Pin map:
Pins as bars across the die edge, other pins in gray.
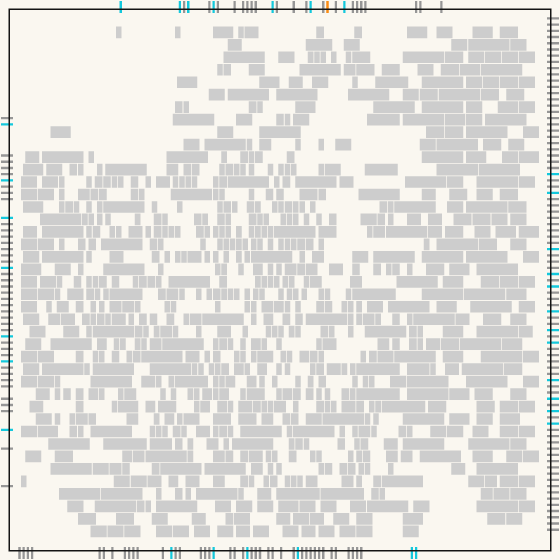
Met3 routing:
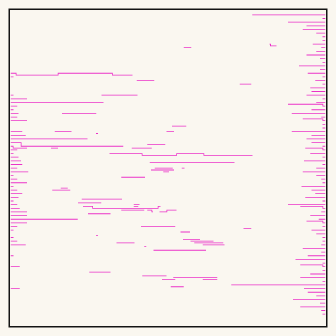
Cell area per tile:
The die is cut into 12 by 12 equal tiles; white is low, dark blue is high, 0 to 100% covered.
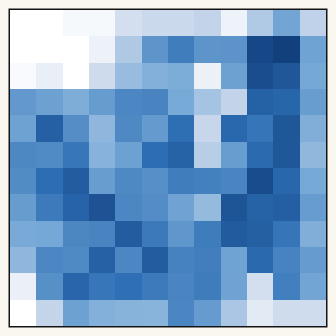
Placed standard cells:
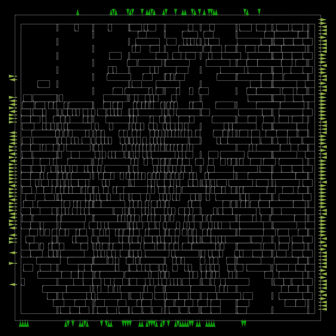
Clock distribution:
The bar under the picture is 20 um long.
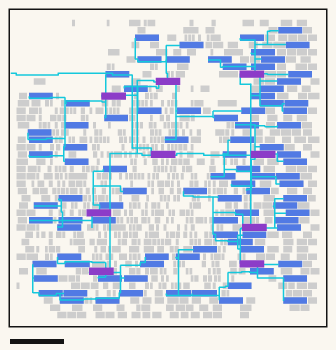
$ cat src/rtl/pc_sequencer_if.sv
// Fetch/issue/redirect bundle for pc_sequencer. The exc_req/epc members only exist when
// PC_SEQUENCER_EXCEPTION_EN is defined.
interface pc_sequencer_if;
  logic        stall;
  logic        jump;
  logic [31:0] jump_target;
  logic        branch_taken;
  logic [31:0] branch_target;
  logic        imem_req;
  logic [31:0] imem_addr;
  logic        imem_ack;
  logic [31:0] imem_rdata;
  logic        instr_valid;
  logic [31:0] instr;
  logic [31:0] instr_pc;
`ifdef PC_SEQUENCER_EXCEPTION_EN
  logic        exc_req;
  logic [31:0] epc;

  modport master (
    input  stall, jump, jump_target, branch_taken, branch_target, imem_ack, imem_rdata, exc_req,
    output imem_req, imem_addr, instr_valid, instr, instr_pc, epc
  );
  modport slave (
    output stall, jump, jump_target, branch_taken, branch_target, imem_ack, imem_rdata, exc_req,
    input  imem_req, imem_addr, instr_valid, instr, instr_pc, epc
  );
`else
  modport master (
    input  stall, jump, jump_target, branch_taken, branch_target, imem_ack, imem_rdata,
    output imem_req, imem_addr, instr_valid, instr, instr_pc
  );
  modport slave (
    output stall, jump, jump_target, branch_taken, branch_target, imem_ack, imem_rdata,
    input  imem_req, imem_addr, instr_valid, instr, instr_pc
  );
`endif
endinterface

$ cat src/rtl/pc_sequencer.sv
// Program counter sequencer: BOOT -> FETCH -> ISSUE loop with jump/branch redirects.
// Define PC_SEQUENCER_EXCEPTION_EN to add the exc_req redirect and the epc register.
module pc_sequencer #(
  parameter logic [31:0] RESET_VECTOR = 32'h0000_0000,
  parameter logic [31:0] EXC_VECTOR   = 32'h8000_0180
) (
  input logic            clock,
  input logic            reset,
  pc_sequencer_if.master bus
);

  typedef enum logic [1:0] {StBoot, StFetch, StIssue} state_e;

  state_e      state_q, state_d;
  logic [31:0] pc_q, pc_d;
  logic [31:0] instr_q, instr_d;
  logic [31:0] instr_pc_q, instr_pc_d;
  logic        consume;
  logic        exc_take;

  // Redirects are only honoured at the moment the issued instruction is consumed.
  assign consume = (state_q == StIssue) && !bus.stall;

`ifdef PC_SEQUENCER_EXCEPTION_EN
  logic [31:0] epc_q;

  assign exc_take = bus.exc_req;

  always_ff @(posedge clock or negedge reset) begin
    if (!reset) begin
      epc_q <= '0;
    end else if (consume && exc_take) begin
      epc_q <= instr_pc_q;
    end
  end

  assign bus.epc = epc_q;
`else
  assign exc_take = 1'b0;
`endif

  always_ff @(posedge clock or negedge reset) begin
    if (!reset) begin
      state_q    <= StBoot;
      pc_q       <= RESET_VECTOR;
      instr_q    <= '0;
      instr_pc_q <= '0;
    end else begin
      state_q    <= state_d;
      pc_q       <= pc_d;
      instr_q    <= instr_d;
      instr_pc_q <= instr_pc_d;
    end
  end

  always_comb begin
    state_d    = state_q;
    pc_d       = pc_q;
    instr_d    = instr_q;
    instr_pc_d = instr_pc_q;
    case (state_q)
      StBoot: state_d = StFetch;
      StFetch: begin
        if (bus.imem_ack) begin
          instr_d    = bus.imem_rdata;
          instr_pc_d = pc_q;
          state_d    = StIssue;
        end
      end
      StIssue: begin
        if (consume) begin
          state_d = StFetch;
          if (exc_take) begin
            pc_d = EXC_VECTOR;
          end else if (bus.jump) begin
            pc_d = bus.jump_target & ~32'h3;
          end else if (bus.branch_taken) begin
            pc_d = bus.branch_target & ~32'h3;
          end else begin
            pc_d = pc_q + 32'd4;
          end
        end
      end
      default: state_d = StBoot;
    endcase
  end

  // Outputs decode straight from state so an asynchronous reset drops them at once.
  assign bus.imem_req    = (state_q == StFetch);
  assign bus.imem_addr   = pc_q;
  assign bus.instr_valid = (state_q == StIssue);
  assign bus.instr       = instr_q;
  assign bus.instr_pc    = instr_pc_q;

endmodule
$ cat src/flat_wrapper.sv
// flat-port wrapper written by rule: the top's interface ports become plain ports
module pc_sequencer_flat 
#(
  parameter logic [31:0] RESET_VECTOR = 32'h0000_0000,
  parameter logic [31:0] EXC_VECTOR   = 32'h8000_0180
)
  (clock, reset, bus_stall, bus_jump, bus_jump_target, bus_branch_taken, bus_branch_target, bus_imem_ack, bus_imem_rdata, bus_imem_req, bus_imem_addr, bus_instr_valid, bus_instr, bus_instr_pc);
  pc_sequencer_if bus_i ();
  input logic clock;
  input logic reset;
  input wire logic [$bits(bus_i.stall)-1:0] bus_stall;
  input wire logic [$bits(bus_i.jump)-1:0] bus_jump;
  input wire logic [$bits(bus_i.jump_target)-1:0] bus_jump_target;
  input wire logic [$bits(bus_i.branch_taken)-1:0] bus_branch_taken;
  input wire logic [$bits(bus_i.branch_target)-1:0] bus_branch_target;
  input wire logic [$bits(bus_i.imem_ack)-1:0] bus_imem_ack;
  input wire logic [$bits(bus_i.imem_rdata)-1:0] bus_imem_rdata;
  output wire logic [$bits(bus_i.imem_req)-1:0] bus_imem_req;
  output wire logic [$bits(bus_i.imem_addr)-1:0] bus_imem_addr;
  output wire logic [$bits(bus_i.instr_valid)-1:0] bus_instr_valid;
  output wire logic [$bits(bus_i.instr)-1:0] bus_instr;
  output wire logic [$bits(bus_i.instr_pc)-1:0] bus_instr_pc;
  assign bus_i.stall = bus_stall;
  assign bus_i.jump = bus_jump;
  assign bus_i.jump_target = bus_jump_target;
  assign bus_i.branch_taken = bus_branch_taken;
  assign bus_i.branch_target = bus_branch_target;
  assign bus_i.imem_ack = bus_imem_ack;
  assign bus_i.imem_rdata = bus_imem_rdata;
  assign bus_imem_req = bus_i.imem_req;
  assign bus_imem_addr = bus_i.imem_addr;
  assign bus_instr_valid = bus_i.instr_valid;
  assign bus_instr = bus_i.instr;
  assign bus_instr_pc = bus_i.instr_pc;
  pc_sequencer #(.RESET_VECTOR(RESET_VECTOR), .EXC_VECTOR(EXC_VECTOR)) u_core (.clock(clock), .reset(reset), .bus(bus_i));
endmodule
$ cat config.mk
export PLATFORM = sky130hd
export DESIGN_NAME = pc_sequencer_flat
export DESIGN_NICKNAME = d
export VERILOG_FILES = /design/src/rtl/pc_sequencer_if.sv /design/src/rtl/pc_sequencer.sv /design/src/flat_wrapper.sv
export SDC_FILE = /design/constraint.sdc
export NUM_CORES = 1
export LEC_CHECK = 0
export ABC_AREA = 1
export CAP_MARGIN = 10
export CORE_MARGIN = 2
export CORE_UTILIZATION = 39
export DETAILED_ROUTE_END_ITERATION = 16
export MAX_ROUTING_LAYER = met4
export PLACE_DENSITY = 0.75
export SYNTH_ARGS = -nofsm -noshare
export SYNTH_HDL_FRONTEND = slang
export SYNTH_SLANG_ARGS = --single-unit
$ cat constraint.sdc
create_clock -name clock -period 1.67 [get_ports clock]
set_input_delay 0.334 -clock clock [delete_from_list [all_inputs] [get_ports clock]]
set_output_delay 0.334 -clock clock [all_outputs]
set_load 0.02 [all_outputs]
==> flow_summary.ini <==
; implementation run metrics
[sta]
hold_violations = 0
fin_crit_ns = 1.640
tns_ns = 0
fmax_mhz = 609.8
finClkSkew_ns = 0.004065
finalClockPeriodUsage_pct = 98.20
hold_slack_ns = 0.4675

[yosys]
yosysChipArea_um2 = 5046
syn_area_per_cell_um2 = 7.934
syn_inst = 636
syn_area_um2 = 5046
edf_count = 0
ys.flop_type = dfrtp_1
ys_cells = 636
ys_top_cells_by_area = dfrtp_1 47%, nand2_1 13%, mux2_2 7.6%
synth_top_area_share_pct = 46.62

[floorplan]
die_area_um2 = 13870
die_w_um = 117.8
ios = 200
die_h_um = 117.8
fp_util_pct = 39.99
row_count = 41

[worst_setup_path]
crit_path_end_kind = output port
required_ns = 1.34
cp_slowest_cell = clkdlybuf4s50_1
arrival_ns = 1.31
cpPeakStageDelay_ns = 0.62
start_kind = register

[global_routing]
grt_max_degree = 30
antenna_found_initial = 0

[cells_and_area]
drive_gt1_share_pct = 13.52
area_growth_pct = 51.00
nets = 941
fin_cells = 1015
n_antenna_cell = 0
final_area_um2 = 7620
layout_top_cell = nand2_1

[placement]
dpl.hpwl_um = 12130
dp_cells = 998
placed_area_um2 = 7266

[routing]
route.detailed.drc = 0
drt_pass1_iterations = 5
wl_per_cell_um = 15.50
drt_iter0_drc = 267
antenna_left = 0

[job]
tool_warnings = 30

[clock_network]
clk_path_buf_depth = 2
cts_root_buf = clkbuf_16
cts.sinks = 94
post_cts_buffers = 0
worstSkewPairLatency_ns = 0.35
numCtsBuffers = 9
htree_levels = 3
clk_pin_slew_ns = 0.06

[power_and_ir_drop]
irDropWorstVdd_mv = 0.7160
power_mw = 13.28
p_per_area_nw_per_um2 = 1743

[worst_hold_path]
hold_class = in2async

[status]
outcome = finished, final reports clean
-- 'pin map' (at the start) --
[bus_instr_pc] cyan | pins: 32 | direction: output | edge: 12 right, 7 top, 7 left, 6 bottom
[bus_instr_valid] orange | pins: 1 | direction: output | edge: top

-- 'met3 routing' (at the start) --
nets with wire on the layer: 157
longest straight run: 38.0 um
share of all routed wire: 7.1%
main direction: horizontal
wire length on this layer: 1120 um

-- 'cell area per tile' (at the start) --
mean over tiles: 53%
fullest tile: 94%
emptiest ninth of the die: top left
tiles over 75% full: 20%

-- 'placed standard cells' (at the start) --
flop share of the area: 30.99%
FILL cells: 1156

-- 'clock distribution' (at the start) --
[clock-net drivers] purple | count: 9
[flip-flops] blue | count: 94
[clock wires] cyan | length: 1180 um
routed clock nets: 10
flops lie: spread over the die

==> flip-flops by register name, summed over array words and instances, names as in the netlist <==
name,cells
u_core.bus.imem_addr,30
u_core.state_q,2
u_core.bus.instr,32
u_core.bus.instr_pc,30
==> final timing paths <==
| path | endpoint | slack [ns] | startpoint | cells after the start |
|---|---|---|---|---|
| max in group asynchronous | u_core.bus.imem_addr[8] | 0.57 | reset | 3 |
| hold reg to reg | u_core.bus.instr_pc[14] | 0.48 | u_core.bus.instr_pc[14] | 2 |
| min in group clock | u_core.bus.instr_pc[14] | 0.48 | u_core.bus.instr_pc[14] | 2 |
| setup / recovery | bus_instr[19] | 0.03 | u_core.bus.instr[19] | 1 |
| hold / removal | u_core.bus.instr_pc[12] | 0.47 | reset | 2 |
| setup reg to reg | u_core.bus.imem_addr[18] | 0.11 | u_core.bus.imem_addr[2] | 10 |
==> cells by family after synthesis <==
group           after synthesis  synth area share, %
buf+inv                      81                7.240
other cells                   1              0.07431
xor+xnor                      5               0.8678
mux                          34                7.587
fa+ha+maj                     1               0.2479
flops                        94                46.62
compound gates              101                11.06
simple gates                319                26.31
==> final cells by class <==
class,count,area (um^2),share of cell area (%)
Clock inverter,4,31.28,0.4105
Inverter,51,191.4,2.512
Clock buffer,12,256.5,3.366
Sequential cell,94,2361,30.99
Timing Repair Buffer,218,2200,28.87
Tap cell,172,215.2,2.824
Multi-Input combinational cell,464,2365,31.03
==> per-layer routing <==
metal  wire (um)  part of all wire, %  vias to the layer above  global-route usage, %
li1            -                    -                     2457                      -
met2        7214                   46                      217                  37.65
met1        7107                   45                     2334                  31.28
met5           0                    0                        -                      -
met4         290                  1.8                        0                  7.455
met3        1121                  7.1                       19                  5.523
==> power by group <==
part	switching [mW]	internal, mW
Combinational	3.93	3.07
Clock	0.886	1.09
Sequential	0.889	3.42
No activity file was given, so power comes from the tool's default toggle rates.
